<file path="config.mk">
export PLATFORM = sky130hd
export DESIGN_NAME = cordic_engine_v2
export DESIGN_NICKNAME = d
export VERILOG_FILES = /design/src/rtl/cordic_pkg.sv /design/src/rtl/cordic_iter_stage.sv /design/src/rtl/cordic_engine_v2.sv
export SDC_FILE = /design/constraint.sdc
export NUM_CORES = 1
export LEC_CHECK = 0
export CORE_MARGIN = 2
export CORE_UTILIZATION = 30
export DETAILED_ROUTE_END_ITERATION = 10
export HOLD_SLACK_MARGIN = 0.03
export MAX_ROUTING_LAYER = met4
export PLACE_DENSITY = 0.46
export SLEW_MARGIN = 30
export SYNTH_ARGS = -nofsm -noshare
export SYNTH_HDL_FRONTEND = slang
export SYNTH_SLANG_ARGS = --single-unit
</file>
<file path="constraint.sdc">
create_clock -name i_clk -period 15 [get_ports i_clk]
set_clock_uncertainty 0.2 [all_clocks]
set_input_delay 4.5 -clock i_clk [delete_from_list [all_inputs] [get_ports i_clk]]
set_output_delay 4.5 -clock i_clk [all_outputs]
set_load 0.005 [all_outputs]
</file>
<file path="src/rtl/cordic_pkg.sv">
// -----------------------------------------------------------------------------
// cordic_pkg
// Shared definitions for the iterative CORDIC engine and its micro-rotation
// stage: mode encoding, FSM state encoding, arctangent table entries, the
// CORDIC gain-compensation constant and a generic saturation helper.
//
// Build option: CORDIC_GAIN_COMP_EN adds the GAIN state to the FSM encoding.
// -----------------------------------------------------------------------------
package cordic_pkg;

  localparam logic MODE_ROT = 1'b0;  // drive z towards 0
  localparam logic MODE_VEC = 1'b1;  // drive y towards 0

  localparam real PI = 3.14159265358979323846;

  typedef enum logic [1:0] {
    ST_IDLE = 2'd0,
    ST_RUN  = 2'd1,
    ST_DONE = 2'd2
`ifdef CORDIC_GAIN_COMP_EN
    ,
    ST_GAIN = 2'd3
`endif
  } state_t;

  // round(atan(2^-i) * 2^(width-1) / pi); only ever evaluated with constant
  // arguments, so it folds to a fixed table at elaboration.
  function automatic int atan_lut(input int i, input int width);
    real r;
    r = $atan(1.0 / (2.0 ** i)) * (2.0 ** (width - 1)) / PI;
    return $rtoi(r + 0.5);
  endfunction

  // round(1/An * 2^(width-1)), An being the asymptotic CORDIC gain.
  function automatic int gain_k(input int width);
    return $rtoi(0.6072529350 * (2.0 ** (width - 1)) + 0.5);
  endfunction

  // Clamp a signed value to the two's-complement range of 'width' bits.
  function automatic logic signed [63:0] saturate(input logic signed [63:0] value,
                                                  input int width);
    logic signed [63:0] hi;
    logic signed [63:0] lo;
    hi = (64'sd1 <<< (width - 1)) - 64'sd1;
    lo = -(64'sd1 <<< (width - 1));
    if (value > hi) return hi;
    if (value < lo) return lo;
    return value;
  endfunction

endpackage

</file>
<file path="src/rtl/cordic_iter_stage.sv">
// -----------------------------------------------------------------------------
// cordic_iter_stage
// Combinational single CORDIC micro-rotation. Holds its own constant
// arctangent table indexed by the iteration number.
//
// Ports:
//   x, y     in   XW          signed working x/y (with guard bits)
//   z        in   DATA_WIDTH  signed angle accumulator
//   iter     in   CNT_W       iteration index i (shift amount, table index)
//   mode     in   1           MODE_ROT / MODE_VEC
//   x_next   out  XW          x - d*(y >>> i)
//   y_next   out  XW          y + d*(x >>> i)
//   z_next   out  DATA_WIDTH  z - d*atan[i]
// -----------------------------------------------------------------------------
module cordic_iter_stage
  import cordic_pkg::*;
#(
  parameter int DATA_WIDTH = 18,
  parameter int XW         = 20,
  parameter int CNT_W      = 4
) (
  input  logic signed [XW-1:0]         x,
  input  logic signed [XW-1:0]         y,
  input  logic signed [DATA_WIDTH-1:0] z,
  input  logic        [CNT_W-1:0]      iter,
  input  logic                         mode,
  output logic signed [XW-1:0]         x_next,
  output logic signed [XW-1:0]         y_next,
  output logic signed [DATA_WIDTH-1:0] z_next
);

  logic signed [DATA_WIDTH-1:0] atan_tab [2**CNT_W];
  logic signed [DATA_WIDTH-1:0] atan_i;
  logic signed [XW-1:0]         x_sh;
  logic signed [XW-1:0]         y_sh;
  logic                         d_pos;

  for (genvar g = 0; g < 2**CNT_W; g++) begin : g_atan
    assign atan_tab[g] = DATA_WIDTH'(atan_lut(g, DATA_WIDTH));
  end

  assign atan_i = atan_tab[iter];
  assign x_sh   = x >>> iter;
  assign y_sh   = y >>> iter;

  // d = +1 when rotating towards z = 0 from z >= 0, or towards y = 0 from y < 0
  assign d_pos = (mode == MODE_ROT) ? ~z[DATA_WIDTH-1] : y[XW-1];

  assign x_next = d_pos ? (x - y_sh)     : (x + y_sh);
  assign y_next = d_pos ? (y + x_sh)     : (y - x_sh);
  assign z_next = d_pos ? (z - atan_i)   : (z + atan_i);

endmodule

</file>
<file path="src/rtl/cordic_engine_v2.sv">
// -----------------------------------------------------------------------------
// cordic_engine_v2
// Iterative CORDIC core, one micro-rotation per clock, rotation or vectoring
// mode per transaction, valid/ready on both sides, saturated x/y outputs.
//
// Build option: CORDIC_GAIN_COMP_EN inserts a one-clock GAIN state that scales
// x/y by 1/An before saturation (latency N_ITER+1 instead of N_ITER).
//
// Ports:
//   i_clk, i_rst        clock (rising edge), async active-high reset
//   i_valid / o_ready   input handshake; o_ready high only in IDLE
//   i_mode              0 = rotation, 1 = vectoring
//   i_x, i_y, i_z       signed operands, angle scale +-2^(DATA_WIDTH-1) = +-pi
//   i_quadrant          sideband, returned on o_quadrant
//   o_valid / i_ready   output handshake; result held until accepted
//   o_x, o_y, o_z       results (x/y saturated)
//   o_quadrant          quadrant captured at accept
//
// state   | meaning
// --------+-------------------------------------------------------------
// IDLE    | o_ready=1, waiting for i_valid
// RUN     | one micro-rotation per clock, count = 0..N_ITER-1
// GAIN    | (option) x/y scaled by K, results registered
// DONE    | o_valid=1, outputs frozen until i_ready
// -----------------------------------------------------------------------------
module cordic_engine_v2
  import cordic_pkg::*;
#(
  parameter int DATA_WIDTH = 18,
  parameter int N_ITER     = 16,
  parameter int GUARD_BITS = 2
) (
  input  logic                         i_clk,
  input  logic                         i_rst,
  input  logic                         i_valid,
  output logic                         o_ready,
  input  logic                         i_mode,
  input  logic signed [DATA_WIDTH-1:0] i_x,
  input  logic signed [DATA_WIDTH-1:0] i_y,
  input  logic signed [DATA_WIDTH-1:0] i_z,
  input  logic        [1:0]            i_quadrant,
  output logic                         o_valid,
  input  logic                         i_ready,
  output logic signed [DATA_WIDTH-1:0] o_x,
  output logic signed [DATA_WIDTH-1:0] o_y,
  output logic signed [DATA_WIDTH-1:0] o_z,
  output logic        [1:0]            o_quadrant
);

  localparam int XW    = DATA_WIDTH + GUARD_BITS;
  localparam int CNT_W = (N_ITER > 1) ? $clog2(N_ITER) : 1;

  state_t                       state;
  logic        [CNT_W-1:0]      count;
  logic signed [XW-1:0]         x_r;
  logic signed [XW-1:0]         y_r;
  logic signed [DATA_WIDTH-1:0] z_r;
  logic                         mode_r;
  logic        [1:0]            quad_r;

  logic signed [XW-1:0]         x_nx;
  logic signed [XW-1:0]         y_nx;
  logic signed [DATA_WIDTH-1:0] z_nx;
  logic                         last_iter;

  cordic_iter_stage #(
    .DATA_WIDTH (DATA_WIDTH),
    .XW         (XW),
    .CNT_W      (CNT_W)
  ) u_iter (
    .x      (x_r),
    .y      (y_r),
    .z      (z_r),
    .iter   (count),
    .mode   (mode_r),
    .x_next (x_nx),
    .y_next (y_nx),
    .z_next (z_nx)
  );

  assign last_iter = (count == CNT_W'(N_ITER - 1));

`ifdef CORDIC_GAIN_COMP_EN
  // Extra product bit keeps K positive as a signed operand.
  localparam int PW = XW + DATA_WIDTH + 1;
  localparam logic signed [DATA_WIDTH:0] K_GAIN = (DATA_WIDTH+1)'(gain_k(DATA_WIDTH));
  localparam logic signed [PW-1:0]       RND    = PW'(1) <<< (DATA_WIDTH - 2);

  logic signed [PW-1:0] x_prod;
  logic signed [PW-1:0] y_prod;
  logic signed [PW-1:0] x_scl;
  logic signed [PW-1:0] y_scl;

  assign x_prod = PW'(x_r) * PW'(K_GAIN);
  assign y_prod = PW'(y_r) * PW'(K_GAIN);
  // round half-up, then drop the K fraction bits
  assign x_scl  = (x_prod + RND) >>> (DATA_WIDTH - 1);
  assign y_scl  = (y_prod + RND) >>> (DATA_WIDTH - 1);
`endif

  always_ff @(posedge i_clk or posedge i_rst) begin
    if (i_rst) begin
      state      <= ST_IDLE;
      count      <= '0;
      x_r        <= '0;
      y_r        <= '0;
      z_r        <= '0;
      mode_r     <= 1'b0;
      quad_r     <= 2'd0;
      o_ready    <= 1'b1;
      o_valid    <= 1'b0;
      o_x        <= '0;
      o_y        <= '0;
      o_z        <= '0;
      o_quadrant <= 2'd0;
    end else begin
      case (state)
        ST_IDLE: begin
          if (i_valid) begin
            x_r     <= XW'(i_x);
            y_r     <= XW'(i_y);
            z_r     <= i_z;
            mode_r  <= i_mode;
            quad_r  <= i_quadrant;
            count   <= '0;
            o_ready <= 1'b0;
            state   <= ST_RUN;
          end
        end

        ST_RUN: begin
          x_r   <= x_nx;
          y_r   <= y_nx;
          z_r   <= z_nx;
          count <= count + 1'b1;
          if (last_iter) begin
`ifdef CORDIC_GAIN_COMP_EN
            state <= ST_GAIN;
`else
            o_x        <= DATA_WIDTH'(saturate(64'(x_nx), DATA_WIDTH));
            o_y        <= DATA_WIDTH'(saturate(64'(y_nx), DATA_WIDTH));
            o_z        <= z_nx;
            o_quadrant <= quad_r;
            o_valid    <= 1'b1;
            state      <= ST_DONE;
`endif
          end
        end

`ifdef CORDIC_GAIN_COMP_EN
        ST_GAIN: begin
          o_x        <= DATA_WIDTH'(saturate(64'(x_scl), DATA_WIDTH));
          o_y        <= DATA_WIDTH'(saturate(64'(y_scl), DATA_WIDTH));
          o_z        <= z_r;
          o_quadrant <= quad_r;
          o_valid    <= 1'b1;
          state      <= ST_DONE;
        end
`endif

        ST_DONE: begin
          if (i_ready) begin
            o_valid <= 1'b0;
            o_ready <= 1'b1;
            state   <= ST_IDLE;
          end
        end

        default: begin
          o_valid <= 1'b0;
          o_ready <= 1'b1;
          state   <= ST_IDLE;
        end
      endcase
    end
  end

endmodule

</file>
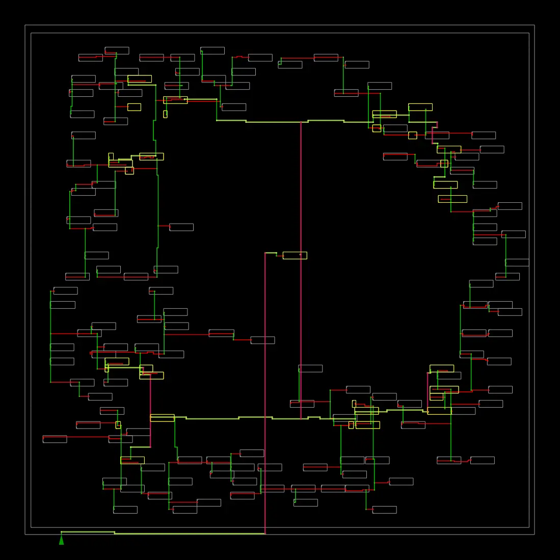
Run 1: clock wiring as the flow saved it
Clock Buffer Count: 23
FFs & Latches: 125
clock buffer count from CTS: 17
number of clock sinks: 125

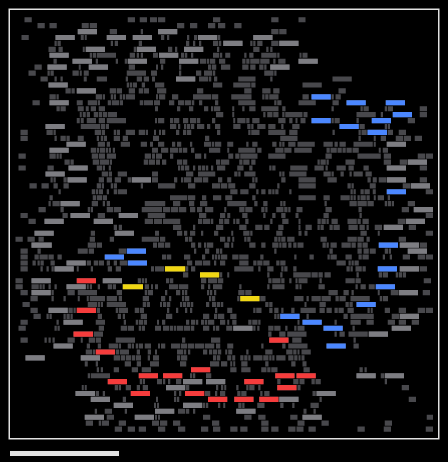
Run 1: where the registers sit
The bar under the picture is 50 µm long. Other sequential cells in the stronger gray, the rest of the logic in the fainter gray.
color	signal	flops
red	`z_r`	18
blue	`y_r`	20
yellow	`count`	4
not colored	83

==> Slide: Implementation Results, run 1 <==
Synthesis and Place & Route Summary

Synthesis
  • Yosys Chip Area: 11,100 µm²
  • Synth warn: 0
  • Top cell type's share of synthesized area: around 28%
  • Part of the Yosys area used for sequential elements: about 28%
  • Ranking of synthesized cells by instance count: 230 x sky130_fd_sc_hd__nand2_1, 124 x sky130_fd_sc_hd__dfrtp_1, 108 x sky130_fd_sc_hd__nor2_1
  • Number of cell instances after yosys synthesis: 1,323
  • Number of standard cells after synthesis: 1,323
  • Synth Area per Inst: 8.38 µm²
  • Cell type contributing the most total cell area after synthesis: sky130_fd_sc_hd__dfrtp_1
  • Net count after synthesis: 1,451
  • Largest cells by area after synthesis: sky130_fd_sc_hd__dfrtp_1 28%, sky130_fd_sc_hd__nand2_1 7.8%, sky130_fd_sc_hd__ha_1 7.2%, sky130_fd_sc_hd__mux4_2 5.1%, sky130_fd_sc_hd__xnor2_1 4.3%
  • Most frequently used cell type in the post-synthesis netlist: sky130_fd_sc_hd__nand2_1
  • Flip-flop cell with the highest count after synthesis: sky130_fd_sc_hd__dfrtp_1
  • Share of flip-flops with an asynchronous set or reset after synthesis: 100%
  • Distinct lib cells used: approximately 74
  • Post-synthesis cell area: between 10,000 and 15,000 µm²
  • Post-synth tally of flip-flops with integrated enable: 0
  • Synthesized flop and latch total: between 100 and 150

Timing
  • Crit path time final: 6920 ps
  • Ratio of final minimum period to clock period: 46.2%
  • Number of hold violations in the final report: 0
  • Final Slew Violations: 0
  • Timing-limited maximum frequency: 0.144 GHz
  • Relative max-transition margin: around 40%
  • Final-layout setup total negative slack: 0 ps
  • Final number of setup-violating endpoints: 0
  • Min Hold Slack: about 270 ps
  • Slew of the pin with the lowest slew margin: 904 ps
  • RSZ-0062 raised after global routing: false

Critical path
  • Worst r2r src: count[0]
  • Endpoint kind of the worst setup timing path: register
  • Slowest library cell on the worst path: sky130_fd_sc_hd__a222oi_1
  • Slowest cell delay on critical path: 720 ps
  • Arrival time at the worst endpoint: 7100 ps
  • Destination of the worst register-to-register timing path: o_y[14]
  • Highest net fanout along the worst path: 60
  • Count of cells along the worst register-to-register path: 18
  • Crit path required time: 15,180 ps
  • Sort of element at the start of the critical path: register
  • Most repeated library cell on the critical path: sky130_fd_sc_hd__nand2_1
  • Ordered list of cells on the worst path: buf_4, mux4_2, a222oi_1, nand2_1, o22ai_1, nand2_1, o21ai_0, xor2_1, ha_1, nand4_1, a211o_1, a21oi_1, o21ai_0, a311o_1, xnor2_1, nand2_1, a21oi_4, a221o_1
  • Setup Crit Path Kind: reg -> reg

CTS
  • CTS tree: yes
  • Post-cts gate resize count: 0
  • Late-Pin Clk Latency: 450 ps
  • CTS clk-pin slew, worst paths: 60 ps
  • Number of hold buffers added after CTS: 0
  • Clock Tree Buf Depth: 2
  • Post-CTS setup repair buffer count: 0
  • Root buffer cell: sky130_fd_sc_hd__clkbuf_16
  • H-Tree Depth: 4

Cells and area
  • Share of the core filled with cells in the final layout: 36.2%
  • Final nets: 1,523
  • Inserted Diodes: 0
  • Layout-stage area growth over the synthesis result: 19.3%
  • Share of cells above drive strength 1: 8.31%
  • Final std cell area, no fill: between 10,000 and 15,000 µm²

Run
  • MaxCap Viol Count: 0
  • OpenROAD warnings: 30

Worst hold path
  • Worst hold path startpoint: quad_r[1]
  • Number of stages on the worst hold path: 2
  • Sink of the worst hold path: o_quadrant[1]
  • Class of the tightest hold or removal check: reg -> reg

Floorplan
  • Row count: 70
  • Core Area: 36,500 µm²
  • DIE AREA: 38,500 µm²
  • Chip Width: 196 µm
  • DIE HEIGHT: 196 µm
  • Initial core utilization: a little under a third
  • IO Count: between 100 and 150

GRT
  • Maximum number of pins on one net before global-route repair: about 70
  • Vias in the first global route: between 10,000 and 15,000
  • First-pass GRT wire length: ~60 mm
  • Number of antenna violations at the first check in global routing: 0
  • Overflow after GRT: 0
  • Overall global routing resource usage: approximately a fifth

Drt
  • Detailed-route DRC error count: 0
  • TritonRoute pass-1 iters: 6
  • Initial DRC count: 601
  • Number of routed nets with antenna violations: 0
  • WL final: 37.7 mm
  • Average vias per placed instance: 5.41
  • Per-cell routed wire length: approximately 20 µm
  • Vias after detailed routing: 10,200

Placed design
  • # port buffers: 118
  • Standard cell area after detailed placement: 12,600 µm²
  • Weighted congestion at the end of routability-driven global placement: 0.870
  • Placed wire-length estimate: 27.1 mm

Outcome
  • Run status: completed
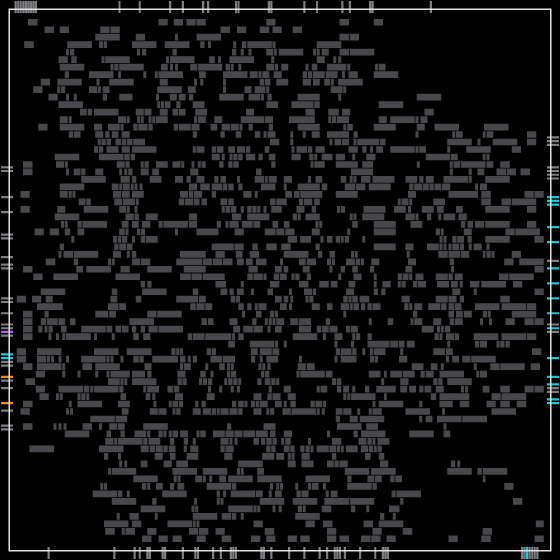
Run 1: pin map
Pins as bars across the die edge, other pins in gray.
color	port	pins	direction	edge
orange	`i_quadrant`	2	input	west
cyan	`o_y`	18	output	15 east, 2 west, 1 south
purple	`o_ready`	1	output	west
all pins by edge	39 south, 27 west, 27 east, 26 north

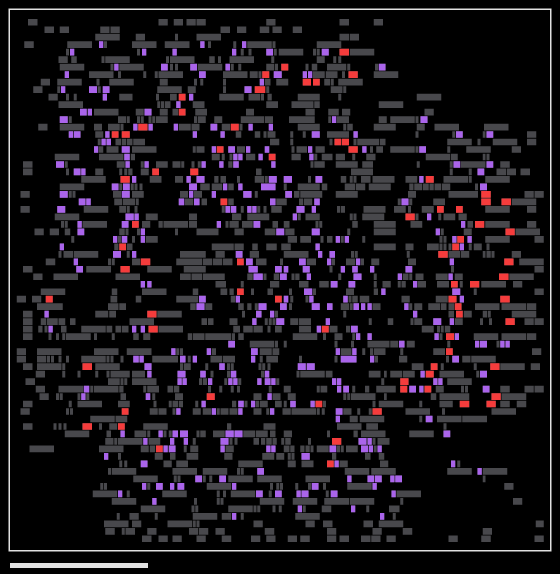
Run 1: selected gate families
The bar under the picture is 50 µm long.
color	family	cells	most used
purple	inverting AOI/OAI gates	319	a21oi_1
red	AND-OR and OR-AND gates	75	a221o_1

[run 1: stage by stage]
stage	cells	worst slack (ps)
floorplan	1323	6970
global placement	1844	8050
detailed placement	1844	8060
CTS	1876	8170
global route	1876	7510
finish	1876	8080
[run 1: worst max-delay path: cells and delay by family, from the launching register on]
kind,cells,cell delay (ps)
AND-OR/OR-AND,9,3060
XOR/XNOR,2,720
adder cells (fa/ha/maj),1,390
buffers and inverters,1,700
flip-flops,1,390
multiplexers,1,620
AND/OR/NAND/NOR,4,750
[run 1: cell families (layout without fill, tap and decap cells)]
group / Yosys count / count (layout) / synth area share, %
xor gates and xnor gates: 94 / 94 / 7.58
and+or+nand+nor: 455 / 455 / 18.0
AOI/OAI and AO/OA: 394 / 394 / 23.7
muxes: 76 / 76 / 10.4
buffers and inverters: 112 / 197 / 4.37
DFF: 125 / 125 / 28.2
adders and majority gates: 67 / 67 / 7.77
[run 1: metal layers]
layer,GRT usage (%),wire length (µm)
met1,28.8,19100
met3,3.68,1540
met2,30.9,16600
met5,-,0
met4,4.85,443
[run 1: cell type report]
cell class | instances | area, µm²
Inverter | 31 | 121
Tap cell | 468 | 586
Fill cell | 3785 | 23300
Sequential cell | 125 | 3130
Clock buffer | 23 | 478
Clock inverter | 9 | 109
Timing Repair Buffer | 134 | 1310
Multi-Input combinational cell | 1086 | 7490
[run 1: cells in the final DEF (no fill, tap or decap), drive strengths merged, types with 6 or more instances in the layout]
master | Yosys | routed
nor2 | 109 | 109
and2 | 11 | 11
mux2i | 30 | 30
nand3 | 20 | 20
mux2 | 18 | 18
clkbuf | 49 | 23
xor2 | 39 | 39
nor2b | 15 | 15
o21a | 20 | 20
dfrtp | 124 | 124
o211ai | 6 | 6
clkinv | 2 | 6
a221o | 22 | 22
a31oi | 18 | 18
o22ai | 7 | 7
a22oi | 46 | 46
a21o | 15 | 15
clkdlybuf4s50 | 0 | 118
buf | 32 | 16
a211oi | 6 | 6
and3 | 10 | 10
nand2 | 230 | 230
inv | 29 | 31
o21ai | 90 | 90
a21oi | 95 | 95
ha | 64 | 64
xnor2 | 54 | 54
nand2b | 18 | 18
mux4 | 28 | 28
o2bb2ai | 7 | 7
or2 | 7 | 7
nor3 | 17 | 17
[run 1: worst max path at each step]
stage / from / to / slack (ps) / depth (start not counted)
floorplan: i_rst / count[0] / 6970 / 1
global route: count[0] / o_z[17] / 7510 / 20
detailed placement: i_valid / x_r[19] / 8060 / 7
global placement: i_valid / y_r[19] / 8050 / 7
CTS: count[0] / o_y[14] / 8170 / 18
finish: count[0] / o_y[14] / 8080 / 18
[run 1: flip-flops by register name (all words and copies together) (netlist names)]
register	flops
y_r	20
x_r	20
quad_r	2
mode_r	1
o_z	18
o_y	18
o_ready	1
o_x	18
o_valid	1
o_quadrant	2
state	2
count	4
z_r	18
==> run 1 -> run 2 <==
- clock period: 15 -> 7 ns (I/O delays scaled with it)
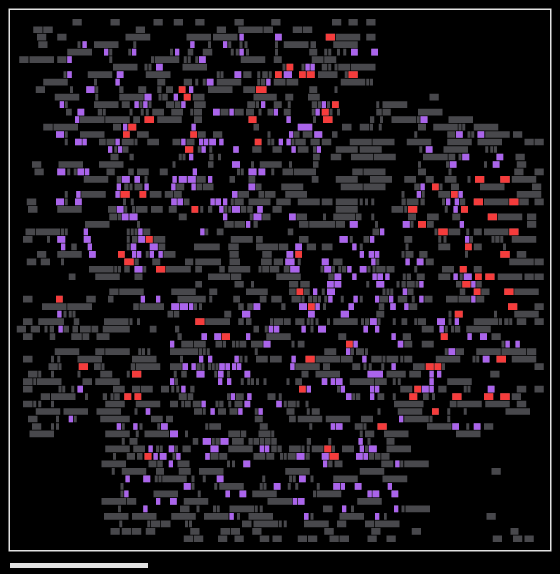
Run 2: selected gate families
The bar under the picture is 50 µm long.
color	family	cells	most used
purple	inverting AOI/OAI gates	319	a21oi_1
red	AND-OR and OR-AND gates	75	a221o_1

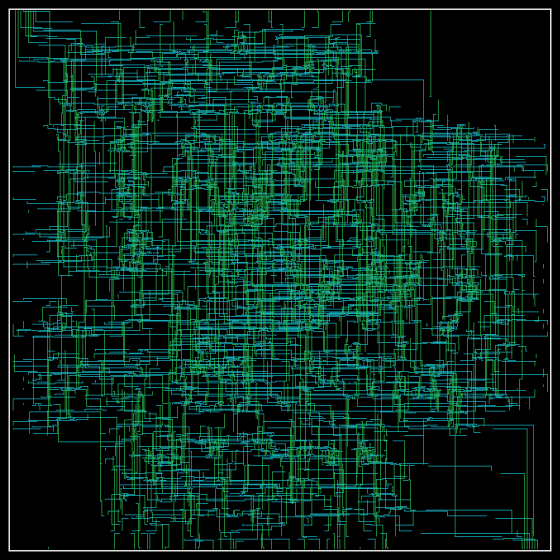
Run 2: routed metal, one color a layer
Only two layers are drawn.
color	layer	wire length
green	met2	17,200 µm
cyan	met1	19,200 µm

==> Slide: Implementation Results, run 2 <==
Synthesis and Place & Route Summary

Drt
  • Per-cell routed wire length: 20.2 µm (+0.44%)
  • Detailed-route DRC error count: 0 (unchanged)
  • Initial DRC count: 728 (+21%)
  • Number of routed nets with antenna violations: 0 (unchanged)
  • WL final: 38.1 mm (+1.2%)
  • Vias after detailed routing: 10,300 (+0.98%)
  • Average vias per placed instance: 5.43 (+0.24%)
  • TritonRoute pass-1 iters: 6 (unchanged)

Timing
  • Slew of the pin with the lowest slew margin: 953 ps (+49.0 ps)
  • Final number of setup-violating endpoints: 0 (unchanged)
  • Relative max-transition margin: 36.5% (-3.3 points)
  • RSZ-0062 raised after global routing: false
  • Final-layout setup total negative slack: 0 ps (unchanged)
  • Crit path time final: 6520 ps (-399 ps)
  • Final Slew Violations: 0 (unchanged)
  • Number of hold violations in the final report: 0 (unchanged)
  • Ratio of final minimum period to clock period: 93.2% (+47 points)
  • Timing-limited maximum frequency: 0.153 GHz (+6.1%)

Synthesis
  • Post-synth tally of flip-flops with integrated enable: 0 (unchanged)
  • Post-synthesis cell area: 11,100 µm² (unchanged)
  • Synthesized flop and latch total: 125 (unchanged)
  • Distinct lib cells used: 74 (unchanged)
  • Cell type contributing the most total cell area after synthesis: sky130_fd_sc_hd__dfrtp_1
  • Synth Area per Inst: 8.38 µm² (unchanged)
  • Most frequently used cell type in the post-synthesis netlist: sky130_fd_sc_hd__nand2_1
  • Synth warn: 0 (unchanged)
  • Number of standard cells after synthesis: 1,323 (unchanged)
  • Ranking of synthesized cells by instance count: 230 x sky130_fd_sc_hd__nand2_1, 124 x sky130_fd_sc_hd__dfrtp_1, 108 x sky130_fd_sc_hd__nor2_1
  • Top cell type's share of synthesized area: 28.0% (unchanged)
  • Number of cell instances after yosys synthesis: 1,323 (unchanged)
  • Flip-flop cell with the highest count after synthesis: sky130_fd_sc_hd__dfrtp_1
  • Part of the Yosys area used for sequential elements: 28.2% (unchanged)
  • Yosys Chip Area: 11,100 µm² (unchanged)
  • Share of flip-flops with an asynchronous set or reset after synthesis: 100% (unchanged)
  • Net count after synthesis: 1,451 (unchanged)
  • Largest cells by area after synthesis: sky130_fd_sc_hd__dfrtp_1 28%, sky130_fd_sc_hd__nand2_1 7.8%, sky130_fd_sc_hd__ha_1 7.2%, sky130_fd_sc_hd__mux4_2 5.1%, sky130_fd_sc_hd__xnor2_1 4.3%

Floorplan
  • Row count: 70 (unchanged)
  • Chip Width: 196 µm (unchanged)
  • IO Count: 119 (unchanged)
  • DIE HEIGHT: 196 µm (unchanged)
  • Initial core utilization: 30.3% (unchanged)
  • DIE AREA: 38,500 µm² (unchanged)
  • Core Area: 36,500 µm² (unchanged)

Cells and area
  • Most common cell after layout, fill and taps aside: sky130_fd_sc_hd__nand2_1
  • Biggest regs: x_r: 20 flops, y_r: 20 flops
  • Final nets: 1,537 (+0.92%)
  • Inserted Diodes: 0 (unchanged)
  • Share of cells above drive strength 1: 9.28% (+0.97 points)
  • Total of fill cells in the finished design: 3,785 (unchanged)
  • Count of non-filler cells in the finished layout: 1,890 (+0.75%)
  • Top logic cells by instance count in the layout: 230 x sky130_fd_sc_hd__nand2_1, 122 x sky130_fd_sc_hd__dfrtp_1, 118 x sky130_fd_sc_hd__clkdlybuf4s50_1, 105 x sky130_fd_sc_hd__nor2_1, 94 x sky130_fd_sc_hd__a21oi_1
  • Layout-stage area growth over the synthesis result: 20.4%
  • Final std cell area, no fill: 13,300 µm² (+0.86%)

Critical path
  • Setup Crit Path Kind: reg -> reg
  • Highest net fanout along the worst path: 35 (-42%)
  • Destination of the worst register-to-register timing path: o_y[10]
  • Endpoint kind of the worst setup timing path: register
  • Sort of element at the start of the critical path: register
  • Count of cells along the worst register-to-register path: 18 (unchanged)
  • Arrival time at the worst endpoint: 6710 ps (-390 ps)
  • Crit path required time: 7190 ps (-7990 ps)
  • Worst r2r src: count[2]

Placed design
  • Standard cell area after detailed placement: 12,800 µm² (+0.99%)
  • # port buffers: 118 (unchanged)
  • Placed wire-length estimate: 28.7 mm (+5.9%)
  • Cell count after placement: 1,858 (+0.76%)
  • Weighted congestion at the end of routability-driven global placement: 0.887 (+1.9%)

CTS
  • Clock Tree Buf Depth: 2 (unchanged)
  • Number of clock sinks: 125 (unchanged)
  • Clock buffer count from CTS: 17 (unchanged)
  • Post-CTS setup repair buffer count: 0 (unchanged)
  • Late-Pin Clk Latency: 460 ps (about the same)
  • Root buffer cell: sky130_fd_sc_hd__clkbuf_16
  • H-Tree Depth: 4 (unchanged)
  • CTS clk-pin slew, worst paths: 60 ps (about the same)
  • CTS tree: yes

Worst hold path
  • Class of the tightest hold or removal check: reg -> reg
  • Worst hold path startpoint: quad_r[1]
  • Sink of the worst hold path: o_quadrant[1]
  • Number of stages on the worst hold path: 2 (unchanged)

GRT
  • Maximum number of pins on one net before global-route repair: 59 (-16%)
  • Overall global routing resource usage: 20.8% (+0.20 points)
  • Vias in the first global route: 10,100 (-0.45%)
  • Overflow after GRT: 0 (unchanged)
  • Number of antenna violations at the first check in global routing: 0 (unchanged)
  • First-pass GRT wire length: 60.3 mm (+1.2%)

Run
  • MaxCap Viol Count: 0 (unchanged)
  • OpenROAD warnings: 30 (unchanged)

Outcome
  • Run status: completed
[run 2: cell counts after synthesis]
Identical to the previous run, type by type.
[run 2: through the flow]
| step | worst slack (ps) | hold WS (ps) | util, % |
|---|---|---|---|
| finish | 475 | 264 | 36.5 |
| CTS | 385 | 271 | 36.5 |
| floorplan | 1370 | 239 | - |
| detailed placement | 413 | 262 | 34.9 |
| global route | 45.3 | 294 | 36.5 |
| global placement | 380 | 247 | 34.9 |
[run 2: layer usage]
metal / part of all wire, % / GRT usage [%] / vias up
met1: 50 / 29.4 / 4986
met2: 45 / 31.3 / 247
met5: 0 / - / -
met4: 1.1 / 4.32 / 0
li1: - / - / 5001
met3: 3.6 / 3.40 / 22
[run 2: final cells by class]
type	instances	area, µm²	share of cell area [%]
Multi-Input combinational cell	1086	7490	56.2
Sequential cell	125	3140	23.5
Timing Repair Buffer	148	1430	10.7
Tap cell	468	586	4.39
Clock buffer	19	433	3.25
Clock inverter	13	141	1.06
Inverter	31	121	0.910
[run 2: timing repair]
item / CTS / global route
gates resized: 0 / 2
hold buffers: 0 / 0
hold endpoints to repair: 0 / 0
setup endpoints to repair: 0 / 20
[run 2: worst max-delay path, stage by stage (launching register included)]
cell and delay, ps:
sky130_fd_sc_hd__dfrtp_4 710, sky130_fd_sc_hd__buf_4 310, sky130_fd_sc_hd__mux4_2 360, sky130_fd_sc_hd__a222oi_1 730
sky130_fd_sc_hd__nand2_1 150, sky130_fd_sc_hd__o22ai_1 270, sky130_fd_sc_hd__nand2_1 200, sky130_fd_sc_hd__o21ai_0 240
sky130_fd_sc_hd__xor2_1 190, sky130_fd_sc_hd__ha_1 310, sky130_fd_sc_hd__a211o_1 330, sky130_fd_sc_hd__a21oi_1 260
sky130_fd_sc_hd__a21oi_1 160, sky130_fd_sc_hd__o21ai_0 290, sky130_fd_sc_hd__a311o_1 340, sky130_fd_sc_hd__o21a_1 160
sky130_fd_sc_hd__xor3_2 570, sky130_fd_sc_hd__a21oi_4 460, sky130_fd_sc_hd__a221o_1 220
[run 2: cells by family after synthesis]
family | Yosys count | share of synthesized area (%)
XOR/XNOR | 94 | 7.58
adder cells (fa/ha/maj) | 67 | 7.77
flip-flops | 125 | 28.2
AND-OR/OR-AND | 394 | 23.7
buffers and inverters | 112 | 4.37
multiplexers | 76 | 10.4
AND/OR/NAND/NOR | 455 | 18.0
[run 2: how the worst max path moves through the flow]
| stage | start | to | slack [ps] | cells after the start |
|---|---|---|---|---|
| 5_1_grt | count[0] | o_y[9] | 50 | 19 |
| 3_5_place_dp | count[2] | o_y[9] | 410 | 19 |
| 3_3_place_gp | count[2] | o_y[15] | 380 | 18 |
| 6_report | count[2] | o_y[10] | 480 | 18 |
| 4_1_cts | count[2] | o_y[10] | 380 | 18 |
| 2_1_floorplan | i_rst | count[0] | 1370 | 1 |
